`src/rtl/oric_video_gen_pkg.sv`:
```
// rtl/oric_video_gen_pkg.sv - shared state encoding and timing constants for the Oric video source
package oric_video_gen_pkg;

  typedef enum logic [1:0] {
    ST_IDLE,
    ST_VSYNC,
    ST_HSYNC,
    ST_ACTIVE
  } vid_state_e;

  localparam int HALF_LINE     = 192;
  localparam int CLKS_PAIR_DEF = 9;

  // Strobe phases within one 9-CLK pixel pair: 4 CLKs then 5 CLKs
  localparam logic [3:0] PHASE_A = 4'd0;
  localparam logic [3:0] PHASE_B = 4'd4;

endpackage

```
`src/rtl/oric_pix_strobe.sv`:
```
// rtl/oric_pix_strobe.sv - pixel phase counter producing strobes alternately 4 and 5 CLKs apart
module oric_pix_strobe
  import oric_video_gen_pkg::*;
#(
  parameter int CLKS_PAIR = CLKS_PAIR_DEF
) (
  input  logic clk_i,
  input  logic rst_ni,
  output logic ps_o
);

  logic [3:0] phase_q;
  logic [3:0] phase_d;

  always_comb begin
    phase_d = (phase_q == 4'(CLKS_PAIR - 1)) ? 4'd0 : phase_q + 4'd1;
  end

  always_ff @(posedge clk_i or negedge rst_ni) begin
    if (!rst_ni) begin
      phase_q <= 4'd0;
    end else begin
      phase_q <= phase_d;
    end
  end

  assign ps_o = (phase_q == PHASE_A) || (phase_q == PHASE_B);

endmodule

```
`src/rtl/oric_video_gen.sv`:
```
// rtl/oric_video_gen.sv - Oric-style RGB+SYNC field generator with one-pixel-ahead pixel fetch
module oric_video_gen
  import oric_video_gen_pkg::*;
#(
  parameter int CLKS_PAIR   = CLKS_PAIR_DEF,
  parameter int H_SYNC      = 24,
  parameter int H_ACTIVE    = 360,
  parameter int V_SYNC_HALF = 7,
  parameter int V_LINES     = 309
) (
  input  logic       CLK,
  input  logic       NRST,
  input  logic       EN,
  output logic       PIX_REQ,
  output logic [8:0] PIX_X,
  output logic [8:0] PIX_Y,
  input  logic [2:0] RGB_IN,
  output logic       RED,
  output logic       GREEN,
  output logic       BLUE,
  output logic       SYNC,
  output logic       FIELD_START
);

  localparam logic [10:0] VS_LAST     = 11'(V_SYNC_HALF * HALF_LINE - 1);
  localparam logic [8:0]  H_SYNC_LAST = 9'(H_SYNC - 1);
  localparam logic [8:0]  H_LAST      = 9'(H_SYNC + H_ACTIVE - 1);
  localparam logic [8:0]  V_LAST      = 9'(V_LINES - 1);
  // hcnt values whose following pixel lies in [last hsync pixel, second-to-last active pixel]
  localparam logic [8:0]  REQ_FIRST   = 9'(H_SYNC - 2);
  localparam logic [8:0]  REQ_LAST    = 9'(H_SYNC + H_ACTIVE - 3);

  logic ps;

  oric_pix_strobe #(
    .CLKS_PAIR(CLKS_PAIR)
  ) u_pix_strobe (
    .clk_i (CLK),
    .rst_ni(NRST),
    .ps_o  (ps)
  );

  vid_state_e  state_q;
  logic [10:0] vcnt_q;
  logic [8:0]  hcnt_q;
  logic [8:0]  line_q;
  logic        sync_q;
  logic [2:0]  rgb_q;
  logic        req_q;
  logic [8:0]  pix_x_q;
  logic [8:0]  pix_y_q;
  logic        fs_q;
  logic        req_d1_q;
  logic        req_d2_q;
  logic [2:0]  fetch_q;

  logic field_end;
  logic start_vsync;
  logic req_fire;

  assign field_end   = (state_q == ST_ACTIVE) && (hcnt_q == H_LAST) && (line_q == V_LAST);
  assign start_vsync = EN && ((state_q == ST_IDLE) || field_end);
  assign req_fire    = ((state_q == ST_HSYNC) || (state_q == ST_ACTIVE)) &&
                       (hcnt_q >= REQ_FIRST) && (hcnt_q <= REQ_LAST);

  always_ff @(posedge CLK or negedge NRST) begin
    if (!NRST) begin
      state_q <= ST_IDLE;
      vcnt_q  <= '0;
      hcnt_q  <= '0;
      line_q  <= '0;
      sync_q  <= 1'b1;
      rgb_q   <= '0;
      req_q   <= 1'b0;
      pix_x_q <= '0;
      pix_y_q <= '0;
      fs_q    <= 1'b0;
    end else begin
      req_q <= 1'b0;
      fs_q  <= 1'b0;
      if (ps) begin
        if (start_vsync) begin
          state_q <= ST_VSYNC;
          vcnt_q  <= '0;
          hcnt_q  <= '0;
          line_q  <= '0;
          sync_q  <= 1'b0;
          rgb_q   <= '0;
          fs_q    <= 1'b1;
        end else begin
          case (state_q)
            ST_IDLE: begin
              sync_q <= 1'b1;
              rgb_q  <= '0;
            end
            ST_VSYNC: begin
              if (vcnt_q == VS_LAST) begin
                state_q <= ST_HSYNC;
                hcnt_q  <= '0;
                line_q  <= '0;
              end else begin
                vcnt_q <= vcnt_q + 11'd1;
              end
            end
            ST_HSYNC: begin
              hcnt_q <= hcnt_q + 9'd1;
              if (hcnt_q == H_SYNC_LAST) begin
                state_q <= ST_ACTIVE;
                sync_q  <= 1'b1;
                rgb_q   <= fetch_q;
              end
            end
            ST_ACTIVE: begin
              if (hcnt_q == H_LAST) begin
                hcnt_q <= '0;
                rgb_q  <= '0;
                if (line_q == V_LAST) begin
                  // EN was low at the field boundary: park with SYNC high
                  state_q <= ST_IDLE;
                  line_q  <= '0;
                end else begin
                  state_q <= ST_HSYNC;
                  line_q  <= line_q + 9'd1;
                  sync_q  <= 1'b0;
                end
              end else begin
                hcnt_q <= hcnt_q + 9'd1;
                rgb_q  <= fetch_q;
              end
            end
            default: state_q <= ST_IDLE;
          endcase
        end
        if (req_fire) begin
          req_q   <= 1'b1;
          pix_x_q <= hcnt_q - REQ_FIRST;
          pix_y_q <= line_q;
        end
      end
    end
  end

  // Return data is captured on the third CLK after the request; the next strobe is always later
  always_ff @(posedge CLK or negedge NRST) begin
    if (!NRST) begin
      req_d1_q <= 1'b0;
      req_d2_q <= 1'b0;
      fetch_q  <= '0;
    end else begin
      req_d1_q <= req_q;
      req_d2_q <= req_d1_q;
      if (req_d2_q) begin
        fetch_q <= RGB_IN;
      end
    end
  end

  assign PIX_REQ     = req_q;
  assign PIX_X       = pix_x_q;
  assign PIX_Y       = pix_y_q;
  assign RED         = rgb_q[2];
  assign GREEN       = rgb_q[1];
  assign BLUE        = rgb_q[0];
  assign SYNC        = sync_q;
  assign FIELD_START = fs_q;

endmodule

```
`config.mk`:
```
export PLATFORM = sky130hd
export DESIGN_NAME = oric_video_gen
export DESIGN_NICKNAME = d
export VERILOG_FILES = /design/src/rtl/oric_video_gen_pkg.sv /design/src/rtl/oric_pix_strobe.sv /design/src/rtl/oric_video_gen.sv
export SDC_FILE = /design/constraint.sdc
export NUM_CORES = 1
export LEC_CHECK = 0
export ABC_AREA = 1
export CAP_MARGIN = 20
export CELL_PAD_IN_SITES_DETAIL_PLACEMENT = 1
export CELL_PAD_IN_SITES_GLOBAL_PLACEMENT = 2
export CORE_MARGIN = 3
export CORE_UTILIZATION = 30
export CTS_CLUSTER_DIAMETER = 200
export CTS_CLUSTER_SIZE = 30
export DETAILED_ROUTE_END_ITERATION = 7
export GPL_TIMING_DRIVEN = 0
export HOLD_SLACK_MARGIN = 0.1
export PLACE_DENSITY_LB_ADDON = 0.1
export RECOVER_POWER = 100
export SLEW_MARGIN = 20
export SYNTH_ARGS = -nofsm -noshare
export SYNTH_HDL_FRONTEND = slang
export SYNTH_HIERARCHICAL = 1
export SYNTH_SLANG_ARGS = --single-unit
export TNS_END_PERCENT = 100
```
`constraint.sdc`:
```
create_clock -name CLK -period 2.7 [get_ports CLK]
set_input_delay 0.54 -clock CLK [delete_from_list [all_inputs] [get_ports CLK]]
set_output_delay 0.54 -clock CLK [all_outputs]
set_load 0.1 [all_outputs]
```
Run 1, routed clock nets over the placement:
(4 px per um)
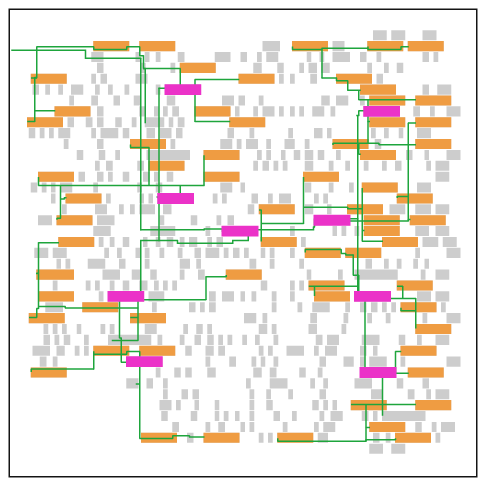
- clock drivers: magenta (count 9)
- clock wires: green (length 1,050 um)
- flip-flops: orange (count 64)
- routed clock nets: 10
Setup Skew: 0.00558 ns
Clk. pwr: 1.45 mW
clock power share: 38.2%

Run 1, PDN straps and rails:
(3 px per um) Pins as bars on the die edge.
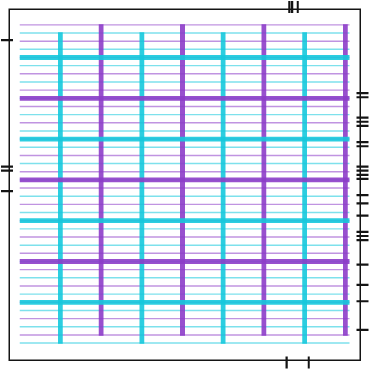
- VSS: cyan
- VDD: purple
- met5 straps: 7
- rows: 39
- signal pins: 30
- met1 rails: 40
worst vdd ir: 0.000492 V
die height: 116 um
Die X: 116 um
core area: 11,700 um^2

Run 1, congestion heat map:
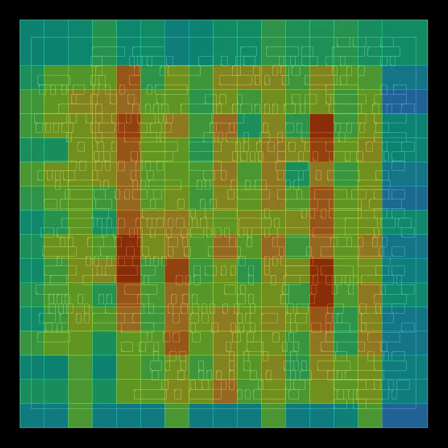
grt peak-use layer: met2
Global Route Usage Sum: 15.6%

==> results.json, run 1 <==
{
  "status": "completed",
  "startpoint_type": "register",
  "synth_area_um2": 3660,
  "fin_ws_ns": 0.104,
  "ioPinCount": 30,
  "synth_seq_share_pct": 43.8,
  "worstReg2RegEnd": "hcnt_q[7]",
  "drive_above_1_share_pct": 10.9,
  "syn_inst": 461,
  "ys_ff": 64,
  "port_buffers": 29,
  "synth_top_area_share_pct": 43.1,
  "dieArea_um2": 13600,
  "slew_violations": 0,
  "initCoreUtil_pct": 31.4,
  "required_ns": 2.16,
  "crit_path_cell_trace": "dlygate4sd3_1",
  "cts_setup_buffers": 0,
  "cp.arrival_ns": 2.06,
  "cts_buffer_depth": 2,
  "crit_slowest_cell": "dlygate4sd3_1",
  "crit_type": "register to output pin",
  "hold_slack_ns": 0.355,
  "yosysUniqueCellTypes": 33,
  "hold_end": "req_d2_q",
  "postCtsHoldBufs": 0,
  "firstDrtPassIters": 4,
  "antenna_left": 0,
  "place_inst": 634,
  "warnings": 34,
  "pg_seq_mw": 1.17,
  "hold_viol": 0,
  "cp_max_fo": 2,
  "worst-path-buf-inv": 1,
  "ys.flop_type": "dfrtp_1"
}
==> run 1: cells in the final DEF, fill, tap and decap left out, types with 4 or more instances in the layout <==
cell	synthesis	final
dlygate4sd3_1	0	27
ha_1	14	14
nand3_1	31	31
inv_2	4	4
nor3_1	12	12
nand2_1	132	134
clkbuf_16	0	9
o21ai_0	34	41
nor2_1	31	32
dfrtp_1	63	63
bufinv_16	0	4
o21ai_2	14	8
clkbuf_2	1	8
xor2_1	16	16
inv_1	49	49
a21oi_1	8	8
nand4_1	15	15
==> run 1: cell families after synthesis <==
| family | after synthesis |
|---|---|
| mux | 3 |
| simple gates | 234 |
| fa+ha+maj | 14 |
| buf+inv | 66 |
| xor+xnor | 17 |
| flops | 64 |
| compound gates | 63 |
==> run 1: flip-flops by register name, summed over array words and instances (netlist names) <==
signal and cells:
PIX_X 9, SYNC 1, hcnt_q 9, fetch_q 3, vcnt_q 11, u_pix_strobe/phase_q 4, line_q 9, PIX_REQ 1
req_d1_q 1, req_d2_q 1, FIELD_START 1, state_q 2, rgb_q 3, PIX_Y 9
==> run 1: Yosys cell counts, types with 4 or more instances <==
cell	number
nor2_1	31
nand4_1	15
inv_2	4
o21ai_2	14
ha_1	14
nand3_1	31
nand2_1	132
xor2_1	16
dfrtp_1	63
buf_2	8
nor3_1	12
o21ai_0	34
a21oi_1	8
inv_1	49
==> run 1: layer usage <==
metal  global-route usage, %  share of wire [%]  vias up
met3                    2.69                2.6       12
met5                       0                  0        -
met2                    23.1                 43       43
met1                    22.4                 53     1452
met4                    6.26                1.7        0
li1                        -                  -     1578
==> run 1: cell type report <==
type	count	area [um^2]
timing repair buffer	30	289
clock buffer	10	239
buffer	13	72.6
inverter	53	199
sequential	64	1600
multi-input combinational	331	1740
fill	1431	7210
tap	143	179
clock inverter	5	129
Run 1, sequential cells colored by netlist name:
(4 px per um)
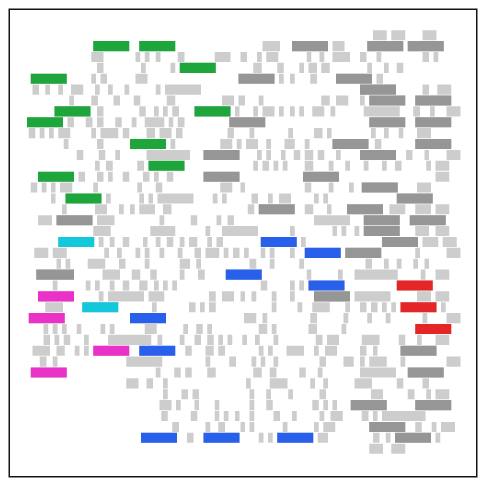

## Run 2: what changed since run 1
--- a/config.mk
+++ b/config.mk
@@ -9,7 +9,7 @@
 export CAP_MARGIN = 20
 export CELL_PAD_IN_SITES_DETAIL_PLACEMENT = 1
 export CELL_PAD_IN_SITES_GLOBAL_PLACEMENT = 2
-export CORE_MARGIN = 3
+export CORE_MARGIN = 2
 export CORE_UTILIZATION = 30
 export CTS_CLUSTER_DIAMETER = 200
 export CTS_CLUSTER_SIZE = 30
Run 2, sequential cells colored by netlist name:
(4 px per um)
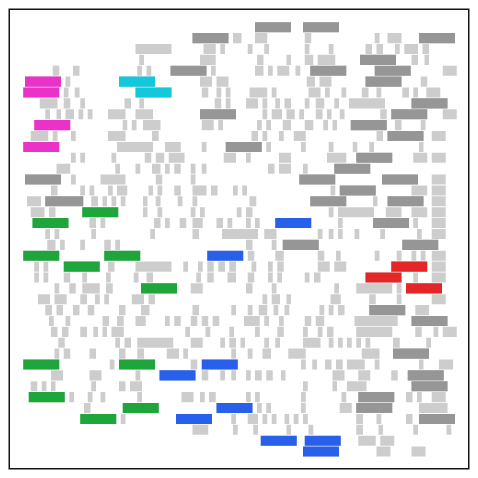
- `vcnt_q`: green (placed flops 11)
- `rgb_q`: red (placed flops 3)
- `state_q`: cyan (placed flops 2)
- `u_pix_strobe/phase_q`: magenta (placed flops 4; where north-west)
- `hcnt_q`: blue (placed flops 9)
- not colored: 35
sequential cell power: 1.18 mW
utilization after layout: 37.0%
Reg area: 1600 um^2
sequential cell area share: 36.2%

==> results.json, run 2 <==
{
  "crit_slowest_cell": "clkdlybuf4s50_1",
  "dieArea_um2": 13100,
  "syn_inst": 461,
  "synth_area_um2": 3660,
  "grt_use_total_pct": 16.7,
  "synth_seq_share_pct": 43.8,
  "top_cell": "nand2_1",
  "bufAreaShareNonClock_pct": 8.65,
  "firstDrtPassIters": 4,
  "drive_above_1_share_pct": 11.4,
  "clock_area_share_pct": 6.95,
  "worst-path-buf-inv": 1,
  "die.size.x_um": 114,
  "required_ns": 2.16,
  "status": "finished with violations",
  "ys_ff": 64,
  "violations": "max-capacitance violations, max-slew violations",
  "port_buffers": 29,
  "cts_setup_buffers": 0,
  "largest_register": "vcnt_q",
  "ys_top_cells_by_count": "nand2_1 (132), dfrtp_1 (63), inv_1 (49)",
  "largest_reg_flops": 11,
  "crit_path_cell_trace": "clkdlybuf4s50_1",
  "nWellTaps": 147,
  "startpoint_type": "register",
  "nFillCells": 1473,
  "nNonClkBuffers": 43,
  "peakVddDrop_v": 0.000551,
  "crit_type": "register to output pin",
  "die_h_um": 114,
  "postCtsHoldBufs": 0,
  "cp_max_fo": 2,
  "maxCapViolCount": 1,
  "ys.flop_type": "dfrtp_1",
  "final_common_cell": "nand2_1",
  "cts_buffer_depth": 2,
  "skew_ns": 0.00373,
  "nClkBuffers": 11,
  "final_layout_top_logic_cells": "nand2_1 (136), dfrtp_1 (63), inv_1 (49)",
  "n_all_inverters": 53,
  "ioPinCount": 30,
  "slew_violations": 29,
  "antenna_left": 0,
  "warnings": 34,
  "yosysUniqueCellTypes": 33,
  "initCoreUtil_pct": 30.6,
  "ff_count": 64
}
-- run 2: cell counts after synthesis --
Identical to the previous run, type by type.
-- run 2: power groups by stage --
stage,sequential [mW],combinational [mW],clock (mW)
floorplan,1.22,0.862,0
global placement,1.19,1.28,0
detailed placement,1.20,1.30,0
CTS,1.18,1.31,1.23
global route,1.20,1.42,1.27
finish,1.18,1.24,1.19
-- run 2: cell families (layout without fill, tap and decap cells) --
logic type | Yosys count | count (layout)
adder cells (fa/ha/maj) | 14 | 14
AND/OR/NAND/NOR | 234 | 234
multiplexers | 3 | 3
XOR/XNOR | 17 | 17
AND-OR/OR-AND | 63 | 63
flip-flops | 64 | 64
buffers and inverters | 66 | 112
-- run 2: metal layers --
metal	GRT usage (%)	share of wire [%]	up-vias
met5	0	0	-
met4	7.72	2.7	0
met3	3.07	2.8	18
met2	27.0	46	42
met1	21.7	49	1496
li1	-	-	1575
-- run 2: path summary, 6_finish.rpt --
check / startpoint / endpoint / cells after the start
worst min-delay path: req_d1_q / req_d2_q / 0
worst max-delay path: SYNC / SYNC / 1
worst max register to register: hcnt_q[1] / line_q[8] / 11
max in group asynchronous: NRST / u_pix_strobe/phase_q[2] / 1
worst min register to register: req_d1_q / req_d2_q / 0
min in group asynchronous: NRST / PIX_X[4] / 1
-- run 2: per-stage QoR --
stage / hold slack (ns) / setup TNS [ns] / power [mW] / worst slack (ns) / instances
3_3_place_gp: 0.334 / -80.06 / 2.47 / -1.27 / 637
6_report: 0.352 / 0 / 3.61 / 0.166 / 654
3_5_place_dp: 0.343 / 0 / 2.49 / 0.404 / 638
5_1_grt: 0.363 / 0 / 3.89 / 0.0799 / 654
4_1_cts: 0.145 / 0 / 3.72 / 0.151 / 654
2_1_floorplan: 0.244 / 0 / 2.08 / 0.904 / 461
Power figures rest on the tool's default switching activity, not on a simulated workload.
